File: config.mk
export PLATFORM = sky130hd
export DESIGN_NAME = clk_div_rst_gen
export DESIGN_NICKNAME = d
export VERILOG_FILES = /design/src/rtl/clk_div_rst_gen.sv
export SDC_FILE = /design/constraint.sdc
export NUM_CORES = 1
export LEC_CHECK = 0
export ABC_AREA = 1
export CORE_MARGIN = 5
export CORE_UTILIZATION = 60
export DETAILED_ROUTE_END_ITERATION = 10
export PLACE_DENSITY = 0.91
export SLEW_MARGIN = 10
export SYNTH_ARGS = -nofsm -noshare
export SYNTH_HDL_FRONTEND = slang
export SYNTH_SLANG_ARGS = --single-unit
File: constraint.sdc
create_clock -name i_clk -period 2.2 [get_ports i_clk]
set_input_delay 0.44 -clock i_clk [delete_from_list [all_inputs] [get_ports i_clk]]
set_output_delay 0.44 -clock i_clk [all_outputs]
set_load 0.03 [all_outputs]
File: src/rtl/clk_div_rst_gen.sv
// Clock/reset generator: synchronised, stretched reset plus NUM_CH glitch-free reloadable clock dividers.
// Optional CLKDIV_ODD_DUTY_EN adds a falling-edge flop per channel for 50% duty on odd divisors.
module clk_div_rst_gen #(
    parameter int unsigned NUM_CH       = 2,
    parameter int unsigned DIV_W        = 8,
    parameter int unsigned DEFAULT_DIV  = 2,
    parameter int unsigned SYNC_STAGES  = 2,
    parameter int unsigned RESET_CYCLES = 10
) (
    input  logic                    i_clk,
    input  logic                    i_rst_n,
    input  logic [NUM_CH*DIV_W-1:0] i_div,
    input  logic [NUM_CH-1:0]       i_load,
    output logic                    o_rst_n,
    output logic [NUM_CH-1:0]       o_clk,
    output logic [NUM_CH-1:0]       o_tick,
    output logic [NUM_CH-1:0]       o_busy
);

    localparam int unsigned HOLD_W = $clog2(RESET_CYCLES + 1);

    typedef enum logic [1:0] {S_RST, S_SYNC, S_HOLD, S_RUN} state_t;

    state_t                 state;
    state_t                 state_nxt;
    logic [SYNC_STAGES-1:0] sync_q;
    logic [HOLD_W-1:0]      hold_cnt;
    logic                   run_c;
    logic                   rst_n_nxt;

    // Reset-release synchroniser: shifts ones in from the first edge after i_rst_n rises
    always_ff @(posedge i_clk or negedge i_rst_n) begin
        if (!i_rst_n) begin
            sync_q <= '0;
        end else begin
            sync_q <= {sync_q[SYNC_STAGES-2:0], 1'b1};
        end
    end

    // Hold counter reads 1 in the first S_HOLD cycle
    always_ff @(posedge i_clk or negedge i_rst_n) begin
        if (!i_rst_n) begin
            hold_cnt <= HOLD_W'(1);
        end else if (state != S_HOLD) begin
            hold_cnt <= HOLD_W'(1);
        end else begin
            hold_cnt <= hold_cnt + HOLD_W'(1);
        end
    end

    always_ff @(posedge i_clk or negedge i_rst_n) begin
        if (!i_rst_n) begin
            state <= S_RST;
        end else begin
            state <= state_nxt;
        end
    end

    always_comb begin
        state_nxt = state;
        case (state)
            S_RST:  state_nxt = S_SYNC;
            S_SYNC: begin
                if (sync_q[SYNC_STAGES-1]) begin
                    state_nxt = (RESET_CYCLES == 1) ? S_RUN : S_HOLD;
                end
            end
            S_HOLD: begin
                if (hold_cnt == HOLD_W'(RESET_CYCLES - 1)) begin
                    state_nxt = S_RUN;
                end
            end
            S_RUN:  state_nxt = S_RUN;
            default: state_nxt = S_RST;
        endcase
    end

    always_comb begin
        run_c     = (state == S_RUN);
        rst_n_nxt = (state_nxt == S_RUN);
    end

    always_ff @(posedge i_clk or negedge i_rst_n) begin
        if (!i_rst_n) begin
            o_rst_n <= 1'b0;
        end else begin
            o_rst_n <= rst_n_nxt;
        end
    end

    // Per-channel divider state; pos_q is the position emitted at the next edge
    logic [DIV_W-1:0]  act_q  [NUM_CH];
    logic [DIV_W-1:0]  act_d  [NUM_CH];
    logic [DIV_W-1:0]  pend_q [NUM_CH];
    logic [DIV_W-1:0]  pend_d [NUM_CH];
    logic [DIV_W-1:0]  pos_q  [NUM_CH];
    logic [DIV_W-1:0]  pos_d  [NUM_CH];
    logic [NUM_CH-1:0] clk_q;
    logic [NUM_CH-1:0] clk_d;
    logic [NUM_CH-1:0] tick_q;
    logic [NUM_CH-1:0] tick_d;
    logic [NUM_CH-1:0] busy_q;
    logic [NUM_CH-1:0] busy_d;

    always_comb begin : ch_next
        logic [DIV_W-1:0] ld;
        logic [DIV_W-1:0] ncur;
        for (int k = 0; k < NUM_CH; k++) begin
            act_d[k]  = act_q[k];
            pend_d[k] = pend_q[k];
            pos_d[k]  = pos_q[k];
            clk_d[k]  = 1'b0;
            tick_d[k] = 1'b0;
            busy_d[k] = busy_q[k];
            ld        = i_div[k*DIV_W +: DIV_W];
            if (ld < DIV_W'(2)) begin
                ld = DIV_W'(2);
            end
            ncur = i_load[k] ? ld : (busy_q[k] ? pend_q[k] : act_q[k]);
            if (!run_c) begin
                act_d[k]  = i_load[k] ? ld : act_q[k];
                pend_d[k] = act_d[k];
                pos_d[k]  = '0;
                busy_d[k] = 1'b0;
            end else if (pos_q[k] == '0) begin
                // Wrap edge: a same-cycle load beats the pending value
                act_d[k]  = ncur;
                pend_d[k] = ncur;
                busy_d[k] = 1'b0;
                tick_d[k] = 1'b1;
                clk_d[k]  = 1'b1;
                pos_d[k]  = DIV_W'(1);
            end else begin
                if (i_load[k]) begin
                    pend_d[k] = ld;
                    busy_d[k] = 1'b1;
                end
                clk_d[k] = (pos_q[k] < (act_q[k] >> 1));
                pos_d[k] = (pos_q[k] == act_q[k] - DIV_W'(1)) ? '0 : pos_q[k] + DIV_W'(1);
            end
        end
    end

    always_ff @(posedge i_clk or negedge i_rst_n) begin
        if (!i_rst_n) begin
            for (int k = 0; k < NUM_CH; k++) begin
                act_q[k]  <= DIV_W'(DEFAULT_DIV);
                pend_q[k] <= DIV_W'(DEFAULT_DIV);
                pos_q[k]  <= '0;
            end
            clk_q  <= '0;
            tick_q <= '0;
            busy_q <= '0;
        end else begin
            for (int k = 0; k < NUM_CH; k++) begin
                act_q[k]  <= act_d[k];
                pend_q[k] <= pend_d[k];
                pos_q[k]  <= pos_d[k];
            end
            clk_q  <= clk_d;
            tick_q <= tick_d;
            busy_q <= busy_d;
        end
    end

    assign o_tick = tick_q;
    assign o_busy = busy_q;

`ifdef CLKDIV_ODD_DUTY_EN
    logic [NUM_CH-1:0] neg_q;
    logic [NUM_CH-1:0] odd_c;

    // Half-cycle extension of the high phase, only for odd active divisors
    always_ff @(negedge i_clk or negedge i_rst_n) begin
        if (!i_rst_n) begin
            neg_q <= '0;
        end else begin
            neg_q <= clk_q;
        end
    end

    always_comb begin
        for (int k = 0; k < NUM_CH; k++) begin
            odd_c[k] = act_q[k][0];
        end
    end

    assign o_clk = clk_q | (neg_q & odd_c);
`else
    assign o_clk = clk_q;
`endif

endmodule

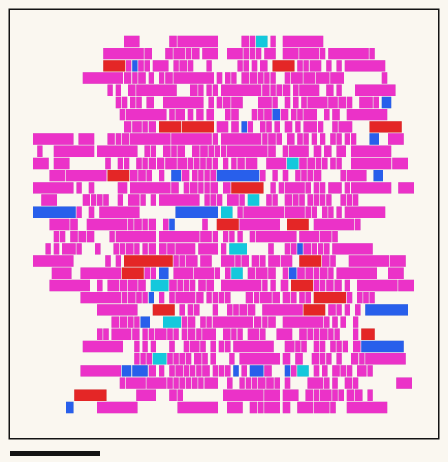
*Cell sizes after repair, run 1*
The bar under the picture is 20 um long.
legend:
  x3 and x4:
    color: cyan
    cells: 10
    share: 1.5%
    most_used: buf_4
  x6 and larger:
    color: red
    cells: 18
    share: 2.8%
    most_used: clkbuf_8
  x1 and smaller:
    color: magenta
    cells: 600
    share: 92%
    most_used: nand2_1
  x2:
    color: blue
    cells: 24
    share: 3.7%
    most_used: inv_2

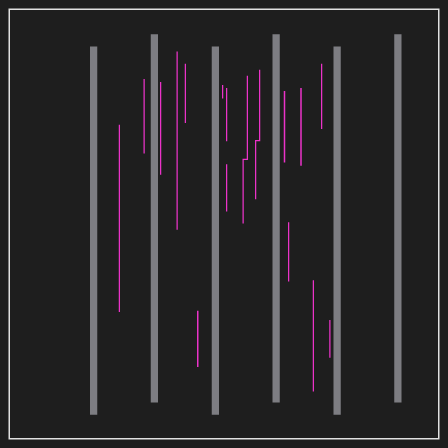
*M4 wires, run 1*
Supply wires on this layer in gray.
nets with wire on the layer: 14
share of all routed wire: 2.9%
longest straight run: 41.5 um
main direction: vertical
wire length on this layer: 323 um

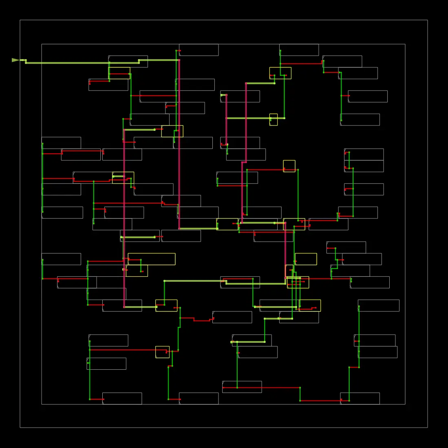
*Clock nets, run 1*
clock sinks: 63
CLK BUF: 11
CTS Buf Count: 9
clock skew: 0.01048 ns

==> results.toml, run 1 <==
# generated from flow reports
[finish]
syn2layout_area_growth_pct = 11.44
num-nonclk-inverters = 70
lay_top_count = "nand2_1"
fill_cells = 572
comb_area_sq_mm = 0.002382
reg_top3 = "act_q: 16 flops, pend_q: 16 flops, pos_q: 16 flops"
final_area_sq_mm = 0.004877

[timing]
setup-violations-final = 0
fin_ws_ns = 0.05083
fin_crit_sh = 0.9769
hold_viol_final = 0
slew_headroom = 0.6671

[routing]
wire_per_inst_um = 14.77
wl_met3_mm = 1.106
m1WireLength_mm = 4.472
wl_mm = 11.09
ant_nets = 0

[synth]
syn_area_per_cell_sq_um = 7.059
flop_cell = "dfrtp_1"
synthTopLogicFamily = "simple AND/OR/NAND/NOR gates"
top_cell = "nand2_1"
synth_top_area_share = 0.3316
synthAoiAreaFrac = 0.1326
largest_area_cell = "dfrtp_1"
synth_seq_share = 0.3616
ys_seq_elements = 63
syn_nets = 660
syn_inst = 620
yosys_cells = 620
edf_count = 0

[floorplan]
core-area_sq_mm = 0.007176
row_count = 31

[power]
p_per_area_mw_per_mm2 = 1408
clk-power_mw = 1.08
clkPwrFrac = 0.157
ir_drop_v = 0.0007577
pg_seq_mw = 2.10
p_sw_frac = 0.4901

[worst_setup_path]
endpoint = "o_busy[1]"
path_delay_family = "buffers and inverters"
crit_path_start = "o_busy[1]"
cp.depth = 1
worst-endpoint-required_ns = 1.76
worstPathArrival_ns = 1.71
critPathMaxStageDelay_ns = 0.76

[clock_network]
cts_tree = "yes"
postCtsHoldBufs = 0
cts_resized = 0
clock-root-buffer = "clkbuf_8"

[grt]
top_usage_layer = "met2"
globalRouteMet3Util = 0.05367
use_met1 = 0.3470
overflow = 0

[job]
stage_log_warnings = 29

[placed_design]
placed_cells = 735
port_buffers = 26

[outcome]
status = "finished, final reports clean"
==> inputs of run 2 (changes only) <==
- CAP_MARGIN: unset -> 40
==> run 2 against run 1 <==
- sequential power about the same
- total power unchanged
- global-route usage unchanged
- critical path depth is the same
- sequential share of layout area is the same
- flip-flop count is the same
- utilization is the same
- routed wire length unchanged
- clock power is essentially flat
- synthesized cell count is the same
- critical path type unchanged
- largest cell class unchanged
==> results.toml, run 2 <==
# generated from flow reports
[power]
ir_drop_v = 0.0007577
clkPwrFrac = 0.157
clk-power_mw = 1.08
p_sw_frac = 0.4901
p_total_mw = 6.866
pg_seq_mw = 2.10
p_per_area_mw_per_mm2 = 1408

[timing]
slew_violations = 0
slew_headroom = 0.6671
hold_viol_final = 0
fin_ws_ns = 0.05083
skew_ns = 0.01048
fin_crit_sh = 0.9769
setup-violations-final = 0

[finish]
ff_count = 63
n_clock_buffer = 11
syn2layout_area_growth_pct = 11.44
reg_top3 = "act_q: 16 flops, pend_q: 16 flops, pos_q: 16 flops"
fill_cells = 572
lay_top_count = "nand2_1"
clock_area_frac = 0.04259
final_area_sq_mm = 0.004877
num-nonclk-inverters = 70
layout_top_cells = "198 x nand2_1, 70 x nor2_1, 62 x inv_1, 58 x dfrtp_1, 42 x nand3_1"
seqCellArea_sq_mm = 0.001583
comb_area_sq_mm = 0.002382

[grt]
grt_pass1_vias = 4330
overflow = 0
top_usage_layer = "met2"
globalRouteMet3Util = 0.05367
use_met1 = 0.3470
grt_pass1_wl_mm = 19.20
antenna_found_initial = 0

[routing]
wl_mm = 11.09
wl_met3_mm = 1.106
ant_nets = 0
wire_per_inst_um = 14.77
drc_errors = 0
m1WireLength_mm = 4.472

[worst_setup_path]
r2r-end = "pos_q[6]"
r2r_slack_ns = 0.21
worstPathMaxFanout = 10
crit_type = "reg2out"
critPathMaxStageDelay_ns = 0.76
worst-endpoint-required_ns = 1.76
endpoint = "o_busy[1]"
path_delay_family = "buffers and inverters"
cp.depth = 1
crit_path_start = "o_busy[1]"
worstPathArrival_ns = 1.71

[synth]
synthTopCellsByCount = "198 x nand2_1, 70 x nor2_1, 62 x inv_1"
synth_cell_types = 39
yosys_cells = 620
topCellsByArea = "dfrtp_1 33%, nand2_1 17%, nor2_1 6.0%, ha_1 5.7%, inv_1 5.3%"
netlist_area_sq_mm = 0.004377
syn_inst = 620
syn_area_per_cell_sq_um = 7.059
largest_area_cell = "dfrtp_1"
synth_top_area_share = 0.3316
synthMuxAreaShare = 0
top_cell = "nand2_1"
edf_count = 0
syn_nets = 660
adder_share = 0.05718
synthAoiAreaFrac = 0.1326
synth_seq_share = 0.3616
synthTopLogicFamily = "simple AND/OR/NAND/NOR gates"
ys_seq_elements = 63
flop_cell = "dfrtp_1"

[placed_design]
port_buffers = 26
placed_cells = 735
pre_cts_slack_ns = 0.2319

[clock_network]
postCtsHoldBufs = 0
cts_tree = "yes"
cts-buffers-inserted = 9
insertion_delay_ns = 0.35
cts_resized = 0
cts_sinks = 63
clock-root-buffer = "clkbuf_8"

[floorplan]
nWellTaps = 99
core-area_sq_mm = 0.007176
fp_util = 0.6099
row_count = 31

[job]
cap_viol_max_count = 0
stage_log_warnings = 29

[outcome]
status = "finished, final reports clean"
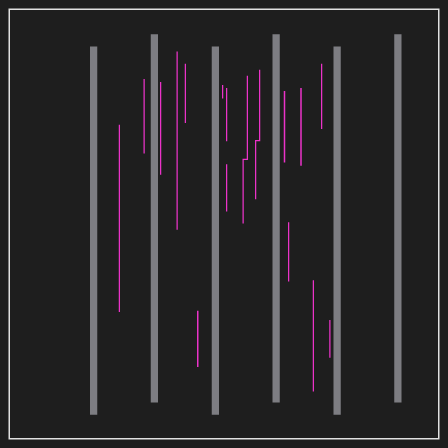
*M4 wires, run 2*
Supply wires on this layer in gray.
nets with wire on the layer: 14
longest straight run: 41.5 um
wire length on this layer: 323 um
share of all routed wire: 2.9%

Power is estimated from default activity; no workload was simulated.
